==> src/rtl/uncached_axi_bridge.sv <==
// Uncached bridge: one data-bus access -> one single-beat AXI3 transaction.
// Ports: req_* uncached request/response pair; ar/r/aw/w/b AXI3 master channels.
module uncached_axi_bridge #(
  parameter logic [3:0] AXI_ID = 4'd1,
  parameter int ADDR_W = 32,
  parameter int DATA_W = 32
) (
  input  logic              clk,
  input  logic              reset,
  input  logic              req_valid,
  input  logic              req_write,
  input  logic [ADDR_W-1:0] req_addr,
  input  logic [1:0]        req_size,
  input  logic [DATA_W/8-1:0] req_strobe,
  input  logic [DATA_W-1:0] req_wdata,
  output logic              req_addr_ok,
  output logic              req_data_ok,
  output logic [DATA_W-1:0] req_rdata,
  output logic              req_err,
  output logic [3:0]        arid,
  output logic [ADDR_W-1:0] araddr,
  output logic [3:0]        arlen,
  output logic [2:0]        arsize,
  output logic [1:0]        arburst,
  output logic [1:0]        arlock,
  output logic [3:0]        arcache,
  output logic [2:0]        arprot,
  output logic              arvalid,
  input  logic              arready,
  input  logic [DATA_W-1:0] rdata,
  input  logic [1:0]        rresp,
  input  logic              rlast,
  input  logic              rvalid,
  output logic              rready,
  output logic [3:0]        awid,
  output logic [ADDR_W-1:0] awaddr,
  output logic [3:0]        awlen,
  output logic [2:0]        awsize,
  output logic [1:0]        awburst,
  output logic [1:0]        awlock,
  output logic [3:0]        awcache,
  output logic [2:0]        awprot,
  output logic              awvalid,
  input  logic              awready,
  output logic [3:0]        wid,
  output logic [DATA_W-1:0] wdata,
  output logic [DATA_W/8-1:0] wstrb,
  output logic              wlast,
  output logic              wvalid,
  input  logic              wready,
  input  logic [1:0]        bresp,
  input  logic              bvalid,
  output logic              bready
);

  typedef enum logic [2:0] {
    IDLE, RD_ADDR, RD_DATA, WR_REQ, WR_RESP
  } state_t;

  state_t state, state_nx;

  logic [ADDR_W-1:0]   lat_addr;
  logic [1:0]          lat_size;
  logic [DATA_W/8-1:0] lat_strb;
  logic [DATA_W-1:0]   lat_wdata;
  logic                aw_pending;
  logic                w_pending;
  logic                aw_done;
  logic                w_done;

  // Exactly one R beat is expected, so rlast carries no information.
  logic unused_rlast;
  assign unused_rlast = rlast;

  assign req_addr_ok = (state == IDLE) & req_valid & ~reset;

  assign arid    = AXI_ID;
  assign araddr  = lat_addr;
  assign arlen   = 4'd0;
  assign arsize  = {1'b0, lat_size};
  assign arburst = 2'b01;
  assign arlock  = 2'b00;
  assign arcache = 4'd0;
  assign arprot  = 3'd0;
  assign arvalid = (state == RD_ADDR);
  assign rready  = (state == RD_DATA);

  assign awid    = AXI_ID;
  assign awaddr  = lat_addr;
  assign awlen   = 4'd0;
  assign awsize  = {1'b0, lat_size};
  assign awburst = 2'b01;
  assign awlock  = 2'b00;
  assign awcache = 4'd0;
  assign awprot  = 3'd0;
  assign awvalid = (state == WR_REQ) & aw_pending;

  assign wid     = AXI_ID;
  assign wdata   = lat_wdata;
  assign wstrb   = lat_strb;
  assign wlast   = 1'b1;
  assign wvalid  = (state == WR_REQ) & w_pending;
  assign bready  = (state == WR_RESP);

  // A channel counts as done if already handshaken or handshaking now.
  assign aw_done = ~aw_pending | awready;
  assign w_done  = ~w_pending | wready;

  always_ff @(posedge clk) begin
    if (reset) state <= IDLE;
    else       state <= state_nx;
  end

  always_comb begin
    state_nx = state;
    unique case (state)
      IDLE: begin
        if (req_addr_ok)
          state_nx = req_write ? WR_REQ : RD_ADDR;
      end
      RD_ADDR: begin
        if (arready) state_nx = RD_DATA;
      end
      RD_DATA: begin
        if (rvalid) state_nx = IDLE;
      end
      WR_REQ: begin
        if (aw_done && w_done) state_nx = WR_RESP;
      end
      WR_RESP: begin
        if (bvalid) state_nx = IDLE;
      end
      default: state_nx = IDLE;
    endcase
  end

  always_ff @(posedge clk) begin
    if (reset) begin
      lat_addr    <= '0;
      lat_size    <= '0;
      lat_strb    <= '0;
      lat_wdata   <= '0;
      aw_pending  <= 1'b0;
      w_pending   <= 1'b0;
      req_data_ok <= 1'b0;
      req_rdata   <= '0;
      req_err     <= 1'b0;
    end else begin
      req_data_ok <= 1'b0;
      if (req_addr_ok) begin
        lat_addr   <= req_addr;
        lat_size   <= (req_size == 2'd3) ? 2'd2 : req_size;
        lat_strb   <= req_strobe;
        lat_wdata  <= req_wdata;
        aw_pending <= req_write;
        w_pending  <= req_write;
      end
      if (awvalid && awready) aw_pending <= 1'b0;
      if (wvalid && wready)   w_pending  <= 1'b0;
      if (rready && rvalid) begin
        req_rdata   <= rdata;
        req_err     <= |rresp;
        req_data_ok <= 1'b1;
      end
      if (bready && bvalid) begin
        req_err     <= |bresp;
        req_data_ok <= 1'b1;
      end
    end
  end

endmodule

==> config.mk <==
export PLATFORM = sky130hd
export DESIGN_NAME = uncached_axi_bridge
export DESIGN_NICKNAME = d
export VERILOG_FILES = /design/src/rtl/uncached_axi_bridge.sv
export SDC_FILE = /design/constraint.sdc
export NUM_CORES = 1
export LEC_CHECK = 0
export CAP_MARGIN = 20
export CELL_PAD_IN_SITES_DETAIL_PLACEMENT = 0
export CELL_PAD_IN_SITES_GLOBAL_PLACEMENT = 1
export CORE_MARGIN = 2
export CORE_UTILIZATION = 24
export DETAILED_ROUTE_END_ITERATION = 7
export HOLD_SLACK_MARGIN = 0.03
export PLACE_DENSITY_LB_ADDON = 0.3
export SYNTH_ARGS = -nofsm -noshare
export SYNTH_HDL_FRONTEND = slang
export SYNTH_SLANG_ARGS = --single-unit
==> constraint.sdc <==
create_clock -name clk -period 1.6 [get_ports clk]
set_input_delay 0.16 -clock clk [delete_from_list [all_inputs] [get_ports clk]]
set_output_delay 0.16 -clock clk [all_outputs]
set_load 0.05 [all_outputs]
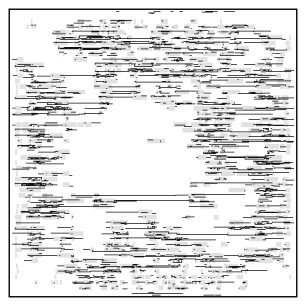
*The metal 1 layer, run 1*
(2 px per µm) Cells faint in the background.
main direction: horizontal
nets with wire on the layer: 743
longest straight run: 52.2 µm
share of all routed wire: 40%
wire length on this layer: 5620 µm
DR vias: 4295
M1 GR Usage: 14.85%
wirelength, routed: 13980 µm

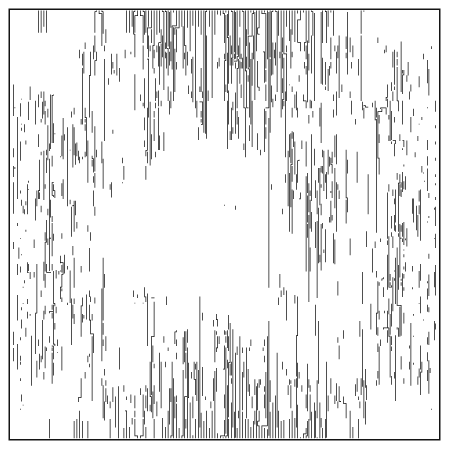
*M2 wires, run 1*
(3 px per µm)
nets with wire on the layer: 759
longest straight run: 56.4 µm
share of all routed wire: 50%

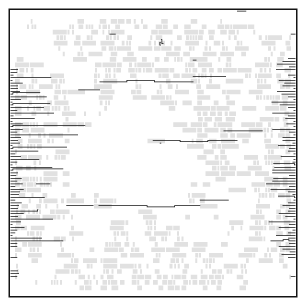
*Signal wires on met3, run 1*
(2 px per µm) Cells faint in the background.
wire length on this layer: 1210 µm
nets with wire on the layer: 152

==> out/results.txt, run 1 <==
Final Cycle Share: 96.87%
Vias in the first global route: 4005
Peak clock frequency supported by timing: 0.6452 GHz
Top_reg_cell synth: dfxtp_1
Max-slew violations: 0
Worst Skew: 0.007459 ns
Setup violations, final: 0
Global-route wire length before repair: 20820 µm
CP arrival: 1.39 ns
GRT overflow: 0
Final Core Density: 37.89%
Initial DRT Pass Iterations: 6
Cell variety after synth: 33
VDD IR max: 540.0 µV
Fraction of registers with async set or reset after synthesis: 0%
Synth flops: 109
Worst Path Required: 1.44 ns
CTS H-Tree Depth: 3
PwrDens: 1049 mW/mm²
Met1 WL: 5617 µm
Met2 WL post-DR: 7013 µm
CTS root buffer: clkbuf_16
Initial DRC count: 158
Max-cap viol count: 0
Die ar.: 0.02045 mm²
Final instance area: 0.007136 mm²
Crit Path Class: flip-flop to output port
N_diodes: 0
Synth Cell Area: 0.004638 mm²
Yosys Instances: 571
Clock Sinks: 109
IO Count: 305
Area share, top type: 47.05%
# DRC: 0
Internal Dissipation: 4.750 mW
R2r setup slk: 0.05 ns
Synth-to-Final Area Change: 53.84%
Number of port buffers: 258
Final net count: 905
Layout cells sized above 1: 25.38%
Num rows: 50
Number of fill cells in the layout: 1941
Die Height: 143.0 µm
Avg WL per Cell: 13.29 µm
DP Area: 0.006773 mm²
Final min period: 1.550 ns
Pleak: 2.981 nW
Synth Seq Share: 47.05%
Pre-Place Util: 24.63%
Yosys stat area: 0.004638 mm²
GRT Overall Usage: 12.96%
Top layer reached by signal wires: met4
Ys Warns: 0
Routed vias/inst: 4.083
RSZ-0062 raised after global routing: yes
Final Hold Violation Tally: 0
Synth area leader: dfxtp_1
EDFF count, synth: 0
Post-layout worst setup margin: 0.05008 ns
Switching pwr: 2.732 mW
DP Wirelength: 10410 µm
Outcome: complete, no violations
CORE AREA: 0.01883 mm²
Cells after Synth: 571
OpenROAD warnings: 30
Clock tree buffer depth: 2
TNS Setup: 0 ns
Crit. End Element: output port
DR WL met3: 1211 µm
Largest net degree at the start of global routing: 54
Final antenna-violating net count: 0
Latency at later pin: 0.35 ns
Cts hold-fix bufs: 0
Synth Area per Inst: 8.123 µm²
Clock-pin transition on the worst setup and hold timing paths: 0.07 ns
RD Place Congestion: 0.7385
Main area contributors: dfxtp_1 47%, nand2_1 17%, buf_4 14%
Worst Hold Class: input port to flip-flop
CP startpoint kind: flip-flop
Logic pwr share: 32.8%
Power share of the clock group: 26.9%
CP max FO: 6
Setup WS pre-CTS: -0.2111 ns
CTS tree: yes
Antenna violations before repair: 0
Cts bufs inserted: 9
Synth top cell by count: nand2_1
Hold slack: 0.1634 ns
Top cells by count, synth: 207 x nand2_1, 109 x dfxtp_1, 105 x a21oi_1
Die span in x: 143.0 µm
Switching Share: 36.51%
Reg power frac: 40.3%
## run 1: registers in the layout, indices dropped and copies added, names as in the netlist
signal       count
state            3
araddr          32
wdata           32
req_data_ok      1
wstrb            4
req_err          1
w_pending        1
lat_size         2
aw_pending       1
req_rdata       32
## run 1: cells in the final DEF (no fill, tap or decap), drive strengths merged, types with 3 or more instances in the layout
cell / instances
nand2: 207
buf: 167
clkdlybuf4s50: 113
dfxtp: 109
a21oi: 105
conb: 45
clkbuf: 10
clkinvlp: 3
nor2: 3
nor3b: 3
nand2b: 3
## run 1: worst max-delay path, cell delays in order, from the launching register on
cell and delay (ns):
dfxtp_4 0.37, nand2b_4 0.15, buf_6 0.12, nor4_4 0.11, buf_4 0.16, buf_12 0.13
## run 1: metal layers
metal  up-vias  GRT usage [%]
met3         8          4.997
met2       170          22.54
met5         -              0
li1       2131              -
met1      1986          14.85
met4         0          3.439
## run 1: layout make-up
| class | instances | area [µm²] | area share (%) |
|---|---|---|---|
| Timing Repair Buffer | 280 | 2542 | 35.63 |
| Sequential cell | 109 | 2193 | 30.74 |
| Multi-Input combinational cell | 387 | 1810 | 25.37 |
| Tap cell | 260 | 325.3 | 4.559 |
| Clock buffer | 10 | 229.0 | 3.209 |
| Clock inverter | 4 | 27.53 | 0.3858 |
| Inverter | 2 | 7.507 | 0.1052 |
## run 1: per-stage QoR
stage | power, mW | cells
2_1_floorplan | 4.871 | 614
3_3_place_gp | 5.505 | 1033
3_5_place_dp | 5.528 | 1033
4_1_cts | 7.612 | 1050
5_1_grt | 7.860 | 1052
6_report | 7.482 | 1052
## run 1: kinds of logic after synthesis
group                  synth area share, %
flip-flops                           47.05
multiplexers                        0.2158
AND-OR/OR-AND                        13.35
buffers and inverters                18.99
other                               0.1619
AND/OR/NAND/NOR                      20.23
## run 1: repair_timing
action,CTS,global route
endpoints found under the setup margin,6,6
resized,12,7
setup buffers,3,2
gates cloned,0,0
pin swaps,3,2
## run 1: worst paths after layout
kind / from / depth (start not counted) / end
setup reg to reg: state[1] / 5 / araddr[21]
hold reg to reg: wdata[27] / 2 / wdata[27]
hold / removal: reset / 2 / state[2]
setup / recovery: state[0] / 5 / req_addr_ok
## run 1: power by group through the flow
stage | Combinational, mW | Clock [mW] | Sequential (mW)
after CTS | 2.46 | 2.12 | 3.02
after detailed placement | 2.44 | 0 | 3.08
after global placement | 2.43 | 0 | 3.08
final | 2.46 | 2.01 | 3.02
after global routing | 2.59 | 2.22 | 3.04
after floorplan | 1.23 | 0 | 3.65
## Run 2: what changed since run 1
--- a/config.mk
+++ b/config.mk
@@ -13,6 +13,8 @@
 export DETAILED_ROUTE_END_ITERATION = 7
 export HOLD_SLACK_MARGIN = 0.03
 export PLACE_DENSITY_LB_ADDON = 0.3
+export SKIP_CTS_REPAIR_TIMING = 1
+export SLEW_MARGIN = 25
 export SYNTH_ARGS = -nofsm -noshare
 export SYNTH_HDL_FRONTEND = slang
 export SYNTH_SLANG_ARGS = --single-unit
==> run 2 against run 1 <==
Against the previous run: clock power is essentially flat; cell count down 0.19%; cell area down 0.16%; critical path type is now flip-flop to flip-flop.
==> out/results.txt, run 2 <==
Global-route wire length before repair: 20760 µm (was 20820 µm)
Cells after Synth: 571 (unchanged)
Avg WL per Cell: 13.34 µm (was 13.29 µm)
CP startpoint kind: flip-flop (unchanged)
Synth-to-Final Area Change: 53.60% (was 53.84%)
Cts bufs inserted: 9 (unchanged)
Clock tree buffer depth: 2 (unchanged)
Synth Area per Inst: 8.123 µm² (unchanged)
CORE AREA: 0.01883 mm² (unchanged)
Vias in the first global route: 3983 (was 4005)
Ys Warns: 0 (unchanged)
Synth area leader: dfxtp_1 (unchanged)
Routed vias/inst: 4.079 (was 4.083)
Worst Skew: 0.007857 ns (was 0.007459 ns)
CTS tree: yes (unchanged)
# DRC: 0 (unchanged)
Layout cells sized above 1: 25.19% (was 25.38%)
Die Height: 143.0 µm (unchanged)
Max-cap viol count: 0 (unchanged)
OpenROAD warnings: 29 (was 30)
Cell variety after synth: 33 (unchanged)
Pleak: 2.971 nW (was 2.981 nW)
Final Hold Violation Tally: 0 (unchanged)
Most frequent cells in the layout: 205 x nand2_1, 150 x buf_4, 113 x clkdlybuf4s50_1, 106 x dfxtp_1, 105 x a21oi_1 (was 205 x nand2_1, 153 x buf_4, 113 x clkdlybuf4s50_1, 106 x dfxtp_1, 105 x a21oi_1)
CP arrival: 1.77 ns (was 1.39 ns)
Peak clock frequency supported by timing: 0.6405 GHz (was 0.6452 GHz)
Final min period: 1.561 ns (was 1.550 ns)
Commonest Layout Cell: nand2_1 (unchanged)
PwrDens: 1050 mW/mm² (was 1049 mW/mm²)
Area share, top type: 47.05% (unchanged)
N_diodes: 0 (unchanged)
Final net count: 903 (was 905)
Synth flops: 109 (unchanged)
TNS Setup: 0 ns (unchanged)
Latency at later pin: 0.35 ns (about the same)
Largest net degree at the start of global routing: 54 (unchanged)
Synth top cell by count: nand2_1 (unchanged)
Crit Path Class: flip-flop to flip-flop (was flip-flop to output port)
Number of port buffers: 258 (unchanged)
IO Count: 305 (unchanged)
EDFF count, synth: 0 (unchanged)
GRT overflow: 0 (unchanged)
Clock-pin transition on the worst setup and hold timing paths: 0.07 ns (about the same)
Setup violations, final: 0 (unchanged)
Initial DRC count: 133 (was 158)
CTS root buffer: clkbuf_16 (unchanged)
Fraction of registers with async set or reset after synthesis: 0% (unchanged)
Outcome: complete, no violations (unchanged)
Num rows: 50 (unchanged)
Worst Hold Class: input port to flip-flop (unchanged)
Crit. End Element: flip-flop (was output port)
Pre-Place Util: 24.63% (unchanged)
Synth Seq Share: 47.05% (unchanged)
Synth Cell Area: 0.004638 mm² (unchanged)
Max-slew violations: 0 (unchanged)
Yosys Instances: 571 (unchanged)
Final Cycle Share: 97.58% (was 96.87%)
Initial DRT Pass Iterations: 4 (was 6)
Main area contributors: dfxtp_1 47%, nand2_1 17%, buf_4 14% (unchanged)
VDD IR max: 540.0 µV (about the same)
RSZ-0062 raised after global routing: yes (unchanged)
run 2: critical path, stage by stage, from the launching register on:
cell,delay (ns)
dfxtp_4,0.36
buf_4,0.15
or3_2,0.54
buf_12,0.21
nand2_1,0.08
a21oi_1,0.06
run 2: cell type report:
| type | instances | area (µm²) | share of cell area, % |
|---|---|---|---|
| Sequential cell | 109 | 2193 | 30.79 |
| Inverter | 2 | 7.507 | 0.1054 |
| Multi-Input combinational cell | 387 | 1810 | 25.41 |
| Clock buffer | 10 | 229.0 | 3.214 |
| Tap cell | 260 | 325.3 | 4.566 |
| Timing Repair Buffer | 278 | 2531 | 35.53 |
| Clock inverter | 4 | 27.53 | 0.3864 |
run 2: cells by family (layout without fill, tap and decap cells):
logic type             after synthesis  count (layout)  share of synthesized area (%)
AND-OR/OR-AND                      114             114                          13.35
buffers and inverters              118             294                          18.99
flip-flops                         109             109                          47.05
multiplexers                         1               1                         0.2158
other                                2              45                         0.1619
AND/OR/NAND/NOR                    227             227                          20.23
run 2: worst paths after layout:
| check | end | slack (ns) | cells after the start | startpoint |
|---|---|---|---|---|
| max | araddr[21] | 0.04 | 5 | state[1] |
| min | state[2] | 0.16 | 2 | reset |
| max reg2reg | araddr[21] | 0.04 | 5 | state[1] |
| min reg2reg | wdata[27] | 0.45 | 2 | wdata[27] |
run 2: routing by layer:
metal	track usage (%)	up-vias	part of all wire [%]
li1	-	2125	-
met2	22.36	173	50
met1	14.87	1977	40
met3	4.997	8	8.8
met4	3.439	0	0.99
met5	0	-	0
run 2: metrics by stage:
| step | area [µm²] | power, mW | std cells | setup slack [ns] |
|---|---|---|---|---|
| final | 7124 | 7.483 | 1050 | 0.03867 |
| after global routing | 7124 | 7.856 | 1050 | -0.02328 |
| after CTS | 7029 | 7.596 | 1047 | -0.3481 |
| after detailed placement | 6773 | 5.528 | 1033 | -0.2111 |
| after global placement | 6773 | 5.505 | 1033 | -0.1836 |
| after floorplan | 4846 | 4.871 | 614 | -0.1908 |
run 2: power breakdown:
part           total (mW)  internal (mW)  switching (mW)
combinational        2.45          0.814            1.64
clock                2.01           1.04           0.977
sequential           3.02           2.90           0.121
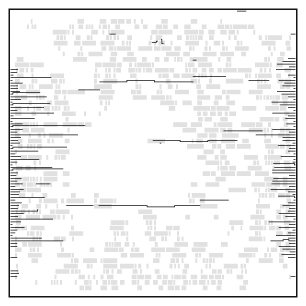
*Signal wires on met3, run 2*
(2 px per µm) Cells faint in the background.
share of all routed wire: 8.9%
wire length on this layer: 1240 µm
nets with wire on the layer: 153
GR Util met3: 4.997%
wirelength, routed: 14010 µm
DR vias: 4283

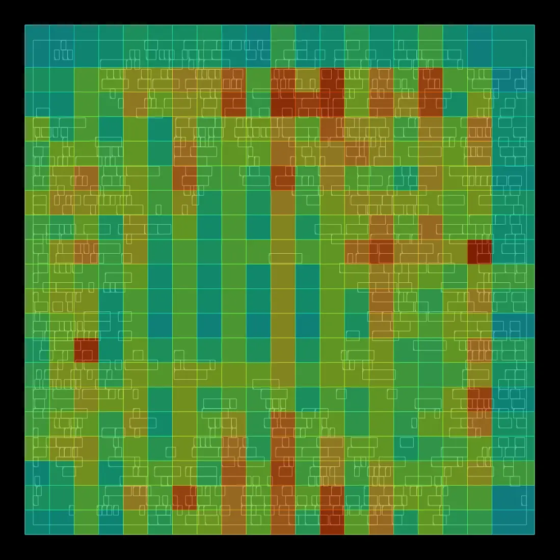
*Congestion heat map, run 2*
GR Util met2: 22.36%
most crowded layer after global routing: met2
Final Core Density: 37.83%

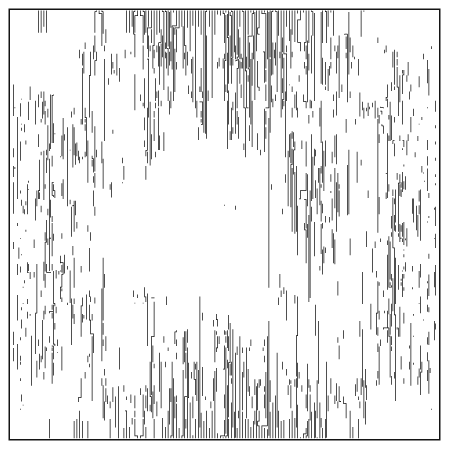
*M2 wires, run 2*
(3 px per µm)
nets with wire on the layer: 757
longest straight run: 56.4 µm

## Run 3: what changed since run 2
--- a/config.mk
+++ b/config.mk
@@ -5,7 +5,6 @@
 export SDC_FILE = /design/constraint.sdc
 export NUM_CORES = 1
 export LEC_CHECK = 0
-export CAP_MARGIN = 20
 export CELL_PAD_IN_SITES_DETAIL_PLACEMENT = 0
 export CELL_PAD_IN_SITES_GLOBAL_PLACEMENT = 1
 export CORE_MARGIN = 2
==> run 3 against run 2 <==
Against the previous run: cell area did not move; via count did not move; flip-flop count did not move; non-clock buffer count did not move; sequential power barely moved; critical path type unchanged; total power did not move; combinational power barely moved; utilization did not move; sequential share of layout area did not move; largest cell class unchanged.
==> out/results.txt, run 3 <==
Clock-pin transition on the worst setup and hold timing paths: 0.07 ns (about the same)
CP arrival: 1.77 ns (about the same)
CTS root buffer: clkbuf_16 (unchanged)
Simple Share, Synth: 20.23% (unchanged)
Critical path cell sequence: buf_4, or3_2, buf_12, nand2_1, a21oi_1 (unchanged)
Largest stage delay, worst path: 0.54 ns (about the same)
Commonest Layout Cell: nand2_1 (unchanged)
Synth area leader: dfxtp_1 (unchanged)
Final Hold Violation Tally: 0 (unchanged)
GRT overflow: 0 (unchanged)
Max-slew violations: 0 (unchanged)
Setup violations, final: 0 (unchanged)
# DRC: 0 (unchanged)
Max-cap viol count: 0 (unchanged)
Initial DRT Pass Iterations: 4 (unchanged)
Global-route wire length before repair: 20760 µm (unchanged)
RSZ-0062 raised after global routing: yes (unchanged)
Crit. End Element: flip-flop (unchanged)
Routed vias/inst: 4.079 (unchanged)
OpenROAD warnings: 29 (unchanged)
Cells after Synth: 571 (unchanged)
Internal Dissipation: 4.747 mW (unchanged)
Latency at later pin: 0.35 ns (about the same)
Synth flops: 109 (unchanged)
Ys Warns: 0 (unchanged)
Initial DRC count: 133 (unchanged)
Switching Share: 36.57% (unchanged)
Synth top cell by count: nand2_1 (unchanged)
Main area contributors: dfxtp_1 47%, nand2_1 17%, buf_4 14% (unchanged)
Yosys stat area: 0.004638 mm² (unchanged)
CP max stage cell: or3_2 (unchanged)
Synth-to-Final Area Change: 53.60% (unchanged)
Switching pwr: 2.737 mW (unchanged)
Fraction of registers with async set or reset after synthesis: 0% (unchanged)
Crit path buf inv count: 2 (unchanged)
Clock Sinks: 109 (unchanged)
XOR/XNOR Fraction of Synth Area: 0% (unchanged)
Crit Path Class: flip-flop to flip-flop (unchanged)
Outcome: complete, no violations (unchanged)
Top_reg_cell synth: dfxtp_1 (unchanged)
Post-synthesis compound-gate area fraction: 13.35% (unchanged)
Num rows: 50 (unchanged)
Final net count: 903 (unchanged)
Post-layout worst setup margin: 0.03867 ns (unchanged)
Cell variety after synth: 33 (unchanged)
Final min period: 1.561 ns (unchanged)
IO Count: 305 (unchanged)
Final antenna-violating net count: 0 (unchanged)
Pre-Place Util: 24.63% (unchanged)
PwrDens: 1050 mW/mm² (unchanged)
Most frequent cells in the layout: 205 x nand2_1, 150 x buf_4, 113 x clkdlybuf4s50_1, 106 x dfxtp_1, 105 x a21oi_1 (unchanged)
CTS H-Tree Depth: 3 (unchanged)
Pleak: 2.971 nW (unchanged)
Setup WS pre-CTS: -0.2111 ns (unchanged)
Reg power frac: 40.3% (about the same)
Clock tree buffer depth: 2 (unchanged)
CORE AREA: 0.01883 mm² (unchanged)
Synth Seq Share: 47.05% (unchanged)
Top cells by count, synth: 207 x nand2_1, 109 x dfxtp_1, 105 x a21oi_1 (unchanged)
Worst Skew: 0.007857 ns (unchanged)
N_diodes: 0 (unchanged)
CP startpoint kind: flip-flop (unchanged)
Synth Cell Area: 0.004638 mm² (unchanged)
Synth Area in Adders: 0% (unchanged)
CTS tree: yes (unchanged)
Largest net degree at the start of global routing: 54 (unchanged)
Vias in the first global route: 3983 (unchanged)
Area share, top type: 47.05% (unchanged)
Peak clock frequency supported by timing: 0.6405 GHz (unchanged)
Layout cells sized above 1: 25.19% (unchanged)
Cts bufs inserted: 9 (unchanged)
Logic pwr share: 32.8% (about the same)
Mux frac, synth: 0.2158% (unchanged)
Worst Path Required: 1.81 ns (about the same)
DP Wirelength: 10410 µm (unchanged)
RD Place Congestion: 0.7385 (unchanged)
Antenna violations before repair: 0 (unchanged)
Die ar.: 0.02045 mm² (unchanged)
DR vias: 4283 (unchanged)
Synth Area per Inst: 8.123 µm² (unchanged)
CP delay by family, top: simple AND/OR/NAND/NOR gates (unchanged)
EDFF count, synth: 0 (unchanged)
Total Power: 7.483 mW (unchanged)
Worst Hold Class: input port to flip-flop (unchanged)
Top comb family, area: simple AND/OR/NAND/NOR gates (unchanged)
Power share of the clock group: 26.9% (about the same)
Yosys Instances: 571 (unchanged)
VDD IR max: 540.0 µV (unchanged)
Final Cycle Share: 97.58% (unchanged)
Wirelength, routed: 14010 µm (unchanged)
CP max FO: 38 (unchanged)
==> run 3: cell counts after synthesis <==
No cell type changed its count.
==> run 3: logic make-up (layout without fill, tap and decap cells) <==
logic type      count (synthesis)  in the layout
compound gates                114            114
buf+inv                       118            294
flops                         109            109
mux                             1              1
other cells                     2             45
simple gates                  227            227
==> run 3: per-stage QoR <==
| step | util, % | std cells | hold slack, ns | instance area, µm² | setup TNS (ns) |
|---|---|---|---|---|---|
| 2_1_floorplan | - | 614 | 0.2460 | 4846 | -2.007 |
| 3_3_place_gp | 35.97 | 1033 | 0.4440 | 6773 | -12.05 |
| 3_5_place_dp | 35.97 | 1033 | 0.4468 | 6773 | -12.83 |
| 4_1_cts | 37.33 | 1047 | 0.1438 | 7029 | -0.7571 |
| 5_1_grt | 37.83 | 1050 | 0.1727 | 7124 | -0.1868 |
| 6_report | 37.83 | 1050 | 0.1638 | 7124 | 0 |
==> run 3: area by class of cell <==
class                   count  area, µm²
fillers                  1942      11710
repair buffers            278       2531
flip-flops and latches    109       2193
multi-input cells         387       1810
well taps                 260      325.3
clock buffers              10      229.0
clock inverters             4      27.53
inverters                   2      7.507
==> run 3: worst paths after layout <==
| check | startpoint | to | slack, ns | depth (start not counted) |
|---|---|---|---|---|
| max | state[1] | araddr[21] | 0.04 | 5 |
| min | reset | state[2] | 0.16 | 2 |
| max reg2reg | state[1] | araddr[21] | 0.04 | 5 |
| min reg2reg | wdata[27] | wdata[27] | 0.45 | 2 |
==> run 3: power groups by stage <==
stage | clock [mW] | combinational, mW | sequential [mW]
6_report | 2.01 | 2.45 | 3.02
5_1_grt | 2.22 | 2.59 | 3.04
4_1_cts | 2.12 | 2.45 | 3.02
3_5_place_dp | 0 | 2.44 | 3.08
3_3_place_gp | 0 | 2.43 | 3.08
2_1_floorplan | 0 | 1.23 | 3.65
==> run 3: metal layers <==
metal	track usage (%)	share of wire [%]	up-vias
li1	-	-	2125
met1	14.87	40	1977
met2	22.36	50	173
met3	4.997	8.8	8
met4	3.439	0.99	0
met5	0	0	-
==> run 3: worst reg2reg max path, cell delays in order, from the launching register on <==
cell	delay, ns
dfxtp_4	0.36
buf_4	0.15
or3_2	0.54
buf_12	0.21
nand2_1	0.11
a21oi_1	0.06
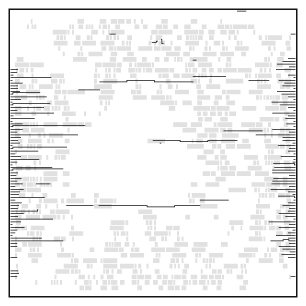
*Signal wires on met3, run 3*
(2 px per µm) Cells faint in the background.
nets with wire on the layer: 153
main direction: horizontal
longest straight run: 36.1 µm
wire length on this layer: 1240 µm

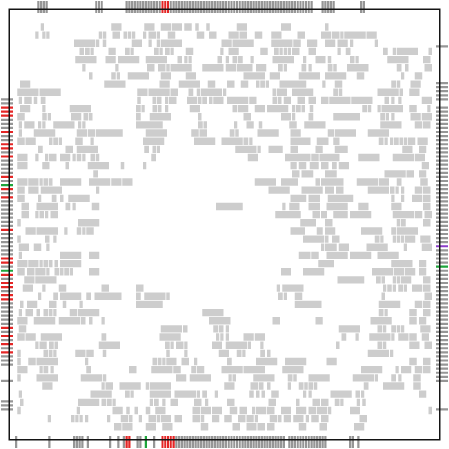
*I/O pins on the die edge, run 3*
(3 px per µm) Pins as bars across the die edge, other pins in grey.
[`req_strobe`] green | pins: 4 | direction: input | edge: 2 west, 1 south, 1 east
[`req_wdata`] red | pins: 32 | direction: input | edge: 22 west, 7 south, 3 north
[`awready`] purple | pins: 1 | direction: input | edge: east
number of port buffers: 258
Die Height: 143.0 µm
die span in x: 143.0 µm

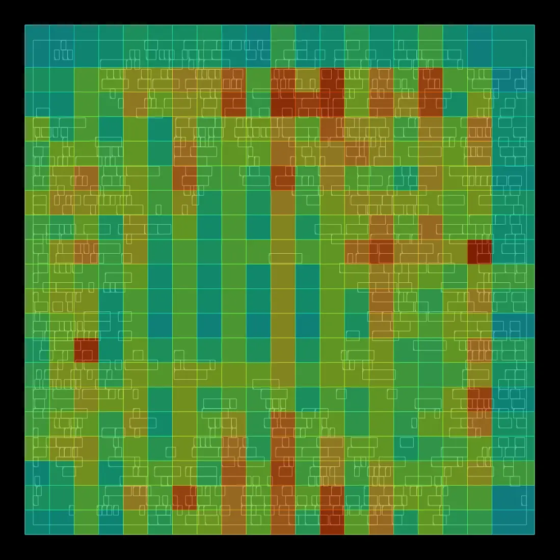
*Congestion heat map, run 3*
GRT Overall Usage: 12.92%
Avg WL per Cell: 13.34 µm
M1 GR Usage: 14.87%

Power and IR drop assume default switching activity.
